<file path="src/rtl/uart_host_pkg.sv">
// Shared types and helpers for the UART regfile host: FSM states, response
// status codes, packet geometry and the odd-parity helper.
package uart_host_pkg;

  localparam int   PKT_W = 18;
  localparam logic WRITE = 1'b0;
  localparam logic READ  = 1'b1;

  typedef enum logic [3:0] {
    IDLE,
    TX_START,
    TX_DATA,
    TX_STOP,
    RX_WAIT,
    RX_START,
    RX_DATA,
    RX_STOP,
    DONE
  } state_e;

  typedef enum logic [2:0] {
    ST_OK      = 3'd0,
    ST_PARITY  = 3'd1,
    ST_ADDR    = 3'd2,
    ST_FRAME   = 3'd3,
    ST_TIMEOUT = 3'd4
  } status_e;

  // Bit that makes the total number of ones across {bit, v} odd.
  function automatic logic odd_parity(input logic [PKT_W-2:0] v);
    return ~(^v);
  endfunction

endpackage

</file>
<file path="src/rtl/uart_bit_timer.sv">
// Bit-period divider shared by the TX and RX paths; restart realigns the
// period so mid_tick/bit_tick land relative to the restart cycle.
module uart_bit_timer #(
  parameter int CLKS_PER_BIT = 16
) (
  input  logic clk,
  input  logic reset,
  input  logic restart,
  output logic mid_tick,
  output logic bit_tick
);

  localparam int             CW   = $clog2(CLKS_PER_BIT);
  localparam logic [CW-1:0]  MID  = CW'(CLKS_PER_BIT / 2 - 1);
  localparam logic [CW-1:0]  LAST = CW'(CLKS_PER_BIT - 1);

  logic [CW-1:0] cnt_r;

  // Free-running modulo-CLKS_PER_BIT counter, zeroed on restart.
  always_ff @(posedge clk) begin
    if (reset || restart) begin
      cnt_r <= CW'(0);
    end else if (cnt_r == LAST) begin
      cnt_r <= CW'(0);
    end else begin
      cnt_r <= cnt_r + CW'(1);
    end
  end

  assign mid_tick = (cnt_r == MID);
  assign bit_tick = (cnt_r == LAST);

endmodule

</file>
<file path="src/rtl/uart_regfile_host.sv">
// FPGA-side initiator for the UART regfile link: sends an 18-bit command
// packet on posi and, for reads, receives and checks the reply on piso.
// Optional read-reply timeout: define UART_HOST_TIMEOUT_EN.
module uart_regfile_host
  import uart_host_pkg::*;
#(
  parameter int CLKS_PER_BIT = 16,
  parameter int TIMEOUT_BITS = 64
) (
  input  logic       clk,
  input  logic       reset,
  input  logic       cmd_valid,
  output logic       cmd_ready,
  input  logic       cmd_wrb,
  input  logic [7:0] cmd_addr,
  input  logic [7:0] cmd_data,
  output logic       rsp_valid,
  output logic [7:0] rsp_data,
  output logic [2:0] rsp_status,
  output logic       posi,
  input  logic       piso
);

  localparam int              TO_W     = $clog2(TIMEOUT_BITS + 1);
  localparam logic [TO_W-1:0] TO_MAX   = TO_W'(TIMEOUT_BITS);
  localparam logic [4:0]      LAST_BIT = 5'(PKT_W - 1);

  state_e          state_r, state_nxt;
  logic            mid_tick_s, bit_tick_s, restart_s, accept_s, fall_s, timeout_hit_s;
  logic            piso_meta_r, piso_sync_r, piso_prev_r;
  logic            wrb_r;
  logic [7:0]      addr_r;
  logic [PKT_W-1:0] tx_sh_r, rx_sh_r;
  logic [4:0]      bit_cnt_r;
  logic [TO_W-1:0] to_cnt_r;
  logic            fin_load_s;
  status_e         fin_status_s, res_status_r;
  logic [7:0]      fin_data_s, res_data_r;
  logic            cmd_ready_r, rsp_valid_r, posi_r;
  logic [7:0]      rsp_data_r;
  logic [2:0]      rsp_status_r;
  logic [PKT_W-2:0] body_s;

  uart_bit_timer #(.CLKS_PER_BIT(CLKS_PER_BIT)) u_timer (
    .clk      (clk),
    .reset    (reset),
    .restart  (restart_s),
    .mid_tick (mid_tick_s),
    .bit_tick (bit_tick_s)
  );

  assign accept_s = cmd_valid && cmd_ready_r;
  assign fall_s   = piso_prev_r && !piso_sync_r;
  // Data field is ignored on reads, so it goes out as zero.
  assign body_s   = {cmd_addr, (cmd_wrb == READ) ? 8'h00 : cmd_data, cmd_wrb};

`ifdef UART_HOST_TIMEOUT_EN
  assign timeout_hit_s = bit_tick_s && (to_cnt_r == TO_W'(TIMEOUT_BITS - 1));
`else
  assign timeout_hit_s = 1'b0;
`endif

  // State register.
  always_ff @(posedge clk) begin
    if (reset) state_r <= IDLE;
    else       state_r <= state_nxt;
  end

  // Next state, timer restarts and the completion status/data.
  always_comb begin
    state_nxt    = state_r;
    restart_s    = 1'b0;
    fin_load_s   = 1'b0;
    fin_status_s = ST_OK;
    fin_data_s   = 8'h00;
    case (state_r)
      IDLE: begin
        restart_s = 1'b1;
        if (accept_s) state_nxt = TX_START;
        else          state_nxt = IDLE;
      end
      TX_START: begin
        if (bit_tick_s) state_nxt = TX_DATA;
        else            state_nxt = TX_START;
      end
      TX_DATA: begin
        if (bit_tick_s && bit_cnt_r == LAST_BIT) state_nxt = TX_STOP;
        else                                     state_nxt = TX_DATA;
      end
      TX_STOP: begin
        if (bit_tick_s && wrb_r == READ) begin
          state_nxt = RX_WAIT;
        end else if (bit_tick_s) begin
          state_nxt  = DONE;
          fin_load_s = 1'b1;
        end else begin
          state_nxt = TX_STOP;
        end
      end
      RX_WAIT: begin
        if (fall_s) begin
          state_nxt = RX_START;
          restart_s = 1'b1;
        end else if (timeout_hit_s) begin
          state_nxt    = DONE;
          fin_load_s   = 1'b1;
          fin_status_s = ST_TIMEOUT;
        end else begin
          state_nxt = RX_WAIT;
        end
      end
      RX_START: begin
        // A line already back high at mid-bit was a glitch, not a start bit.
        if (mid_tick_s && piso_sync_r) begin
          state_nxt = RX_WAIT;
        end else if (mid_tick_s) begin
          state_nxt = RX_DATA;
          restart_s = 1'b1;
        end else begin
          state_nxt = RX_START;
        end
      end
      RX_DATA: begin
        if (bit_tick_s && bit_cnt_r == LAST_BIT) state_nxt = RX_STOP;
        else                                     state_nxt = RX_DATA;
      end
      RX_STOP: begin
        if (bit_tick_s) begin
          state_nxt  = DONE;
          fin_load_s = 1'b1;
          fin_data_s = rx_sh_r[8:1];
          if (!piso_sync_r)                                         fin_status_s = ST_FRAME;
          else if (rx_sh_r[PKT_W-1] != odd_parity(rx_sh_r[PKT_W-2:0])) fin_status_s = ST_PARITY;
          else if (rx_sh_r[16:9] != addr_r)                         fin_status_s = ST_ADDR;
          else                                                      fin_status_s = ST_OK;
        end else begin
          state_nxt = RX_STOP;
        end
      end
      DONE:    state_nxt = IDLE;
      default: state_nxt = IDLE;
    endcase
  end

  // piso synchroniser plus one extra stage for falling-edge detection.
  always_ff @(posedge clk) begin
    if (reset) begin
      piso_meta_r <= 1'b1;
      piso_sync_r <= 1'b1;
      piso_prev_r <= 1'b1;
    end else begin
      piso_meta_r <= piso;
      piso_sync_r <= piso_meta_r;
      piso_prev_r <= piso_sync_r;
    end
  end

  // Command latch, TX shifter/line driver and RX shifter.
  always_ff @(posedge clk) begin
    if (reset) begin
      wrb_r     <= WRITE;
      addr_r    <= 8'h00;
      tx_sh_r   <= {PKT_W{1'b1}};
      rx_sh_r   <= {PKT_W{1'b0}};
      bit_cnt_r <= 5'd0;
      posi_r    <= 1'b1;
    end else if (accept_s) begin
      wrb_r     <= cmd_wrb;
      addr_r    <= cmd_addr;
      tx_sh_r   <= {odd_parity(body_s), body_s};
      bit_cnt_r <= 5'd0;
      posi_r    <= 1'b0;
    end else if (state_r == TX_START && bit_tick_s) begin
      posi_r <= tx_sh_r[0];
    end else if (state_r == TX_DATA && bit_tick_s) begin
      posi_r    <= (bit_cnt_r == LAST_BIT) ? 1'b1 : tx_sh_r[1];
      tx_sh_r   <= {1'b1, tx_sh_r[PKT_W-1:1]};
      bit_cnt_r <= (bit_cnt_r == LAST_BIT) ? 5'd0 : bit_cnt_r + 5'd1;
    end else if (state_r == RX_START && mid_tick_s) begin
      bit_cnt_r <= 5'd0;
    end else if (state_r == RX_DATA && bit_tick_s) begin
      rx_sh_r   <= {piso_sync_r, rx_sh_r[PKT_W-1:1]};
      bit_cnt_r <= bit_cnt_r + 5'd1;
    end
  end

  // Reply-wait bit-period counter; saturates so it never wraps.
  always_ff @(posedge clk) begin
    if (reset || state_r == TX_STOP) begin
      to_cnt_r <= TO_W'(0);
    end else if (state_r == RX_WAIT && bit_tick_s && to_cnt_r != TO_MAX) begin
      to_cnt_r <= to_cnt_r + TO_W'(1);
    end
  end

  // Handshake and response registers.
  always_ff @(posedge clk) begin
    if (reset) begin
      cmd_ready_r  <= 1'b1;
      rsp_valid_r  <= 1'b0;
      rsp_data_r   <= 8'h00;
      rsp_status_r <= 3'd0;
      res_data_r   <= 8'h00;
      res_status_r <= ST_OK;
    end else begin
      if (fin_load_s) begin
        res_data_r   <= fin_data_s;
        res_status_r <= fin_status_s;
      end
      if (state_r == DONE) begin
        rsp_valid_r  <= 1'b1;
        rsp_data_r   <= res_data_r;
        rsp_status_r <= res_status_r;
      end else begin
        rsp_valid_r <= 1'b0;
      end
      if (accept_s)         cmd_ready_r <= 1'b0;
      else if (rsp_valid_r) cmd_ready_r <= 1'b1;
    end
  end

  assign cmd_ready  = cmd_ready_r;
  assign rsp_valid  = rsp_valid_r;
  assign rsp_data   = rsp_data_r;
  assign rsp_status = rsp_status_r;
  assign posi       = posi_r;

endmodule

</file>
<file path="config.mk">
export PLATFORM = sky130hd
export DESIGN_NAME = uart_regfile_host
export DESIGN_NICKNAME = d
export VERILOG_FILES = /design/src/rtl/uart_host_pkg.sv /design/src/rtl/uart_bit_timer.sv /design/src/rtl/uart_regfile_host.sv
export SDC_FILE = /design/constraint.sdc
export NUM_CORES = 1
export LEC_CHECK = 0
export ABC_AREA = 1
export CAP_MARGIN = 20
export CORE_MARGIN = 3
export CORE_UTILIZATION = 47
export DETAILED_ROUTE_END_ITERATION = 16
export GPL_TIMING_DRIVEN = 1
export PLACE_DENSITY_LB_ADDON = 0.25
export SLEW_MARGIN = 20
export SYNTH_ARGS = -nofsm -noshare
export SYNTH_HDL_FRONTEND = slang
export SYNTH_HIERARCHICAL = 1
export SYNTH_SLANG_ARGS = --single-unit
</file>
<file path="constraint.sdc">
create_clock -name clk -period 2.6 [get_ports clk]
set_clock_uncertainty 0.2 [all_clocks]
set_input_delay 0.65 -clock clk [delete_from_list [all_inputs] [get_ports clk]]
set_output_delay 0.65 -clock clk [all_outputs]
set_load 0.1 [all_outputs]
</file>
==> images/wires.png <==
Scale bar: 20 um.
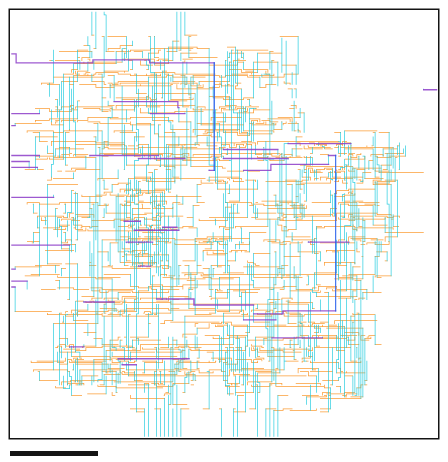
[metal 4] blue | wire length: 59.8 um
[metal 3] purple | wire length: 344 um
[metal 2] cyan | wire length: 3830 um
[metal 1] orange | wire length: 4040 um

==> images/clk_routes.png <==
Scale bar: 20 um.
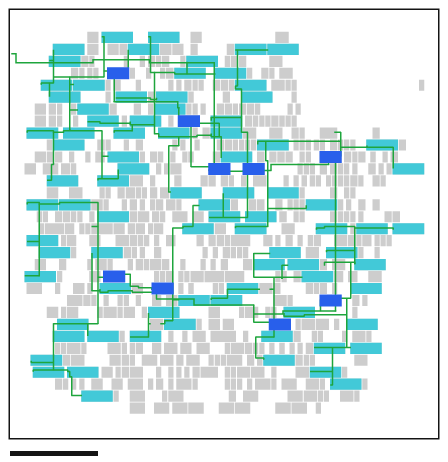
[flip-flops] cyan | count: 84
[clock drivers] blue | count: 9
[clock wires] green | length: 1000 um
flops lie: spread over the die

==> run summary <==
leakage power - 2.02 nW
hold endpoint - piso_sync_r
M2 GR Usage - 28.9%
Chip Footprint - 9480 um^2
combinational share of cell area - 42.8%
vias per cell - 5.07
Die X - 97.4 um
flop count - 84
Crit Reg-Reg Endpoint - rx_sh_r[2]
YS chip area - 3920 um^2
total number of yosys warnings - 6
Comb gate area - 1930 um^2
Skew-Pair Late Insertion Delay - 360 ps
end point of the critical path - tx_sh_r[17]
r2r setup slk - 470 ps
met3 GRT Util - 4.52%
Comb. pwr - 0.000287 W
crit-path max FO - 7
wire length on met3 - 343 um
vias in the first global route - 3258
critical path startpoint - cmd_wrb
worst hold margin - 219 ps
Worst path top cell family by delay - buffers and inverters
PwrDens - 560 nW/um^2
FFs w/ async S/R, synth - 0%
slowest CP cell - clkdlybuf4s50_1
reg2reg start - u_timer/cnt_r[0]
# DRC - 0
post-route ant nets - 0
type of origin of the critical path - input pin
fin nets - 603
Routed WL - 8.28 mm
outcome - complete, no violations
Setup-failing EPs final - 0
worst setup margin - 415 ps
Post-CTS Setup Bufs - 0
NetSw - 0.000695 W
dpl ws - 47.6 ps
crit-path cells - clkdlybuf4s50_1 > inv_2 > o21ai_0 > a21oi_2 > xor2_1 > nand2_1 > nand2_1 > nand3_1 > nand2_1 > nand2_1 > nand3_1 > nand2_1
crit path time final - 2180 ps
top cells by count - 147 x nand2_1, 84 x dfxtp_1, 51 x nor2_1
CP Data Arrival Time - 2240 ps
Data buffer area share - 8.44%
Ports - 35
iteration tally of the first detailed-router pass - 5
VDD IR-drop max - 0.439 mV
final hold violations - 0
fraction of area in registers - 37.3%
Synth area leader - dfxtp_1
via count - 3477
## state kept, by name, indices dropped and copies added (netlist names), 4 cells and up
signal / flops
rx_sh_r: 18
rsp_data: 8
u_timer/cnt_r: 4
res_data_r: 8
tx_sh_r: 18
state_r: 4
addr_r: 8
bit_cnt_r: 5
## worst reg2reg max path, stage by stage, from the launching register on
cell     delay [ps]
dfxtp_1         380
ha_1            190
nand2_2          80
nor2_1          190
nand3_1         180
nor3_2          130
buf_4           290
inv_2           130
o21ai_0         180
a21oi_1          60
## cells by family after synthesis
kind of cell    Yosys count  share of synthesized area [%]
compound gates          107                           16.2
xor+xnor                 22                           5.10
fa+ha+maj                 3                          0.957
buf+inv                  77                           7.94
flops                    84                           42.9
other cells               1                         0.0956
simple gates            252                           26.8
Power is estimated from default activity; no workload was simulated.
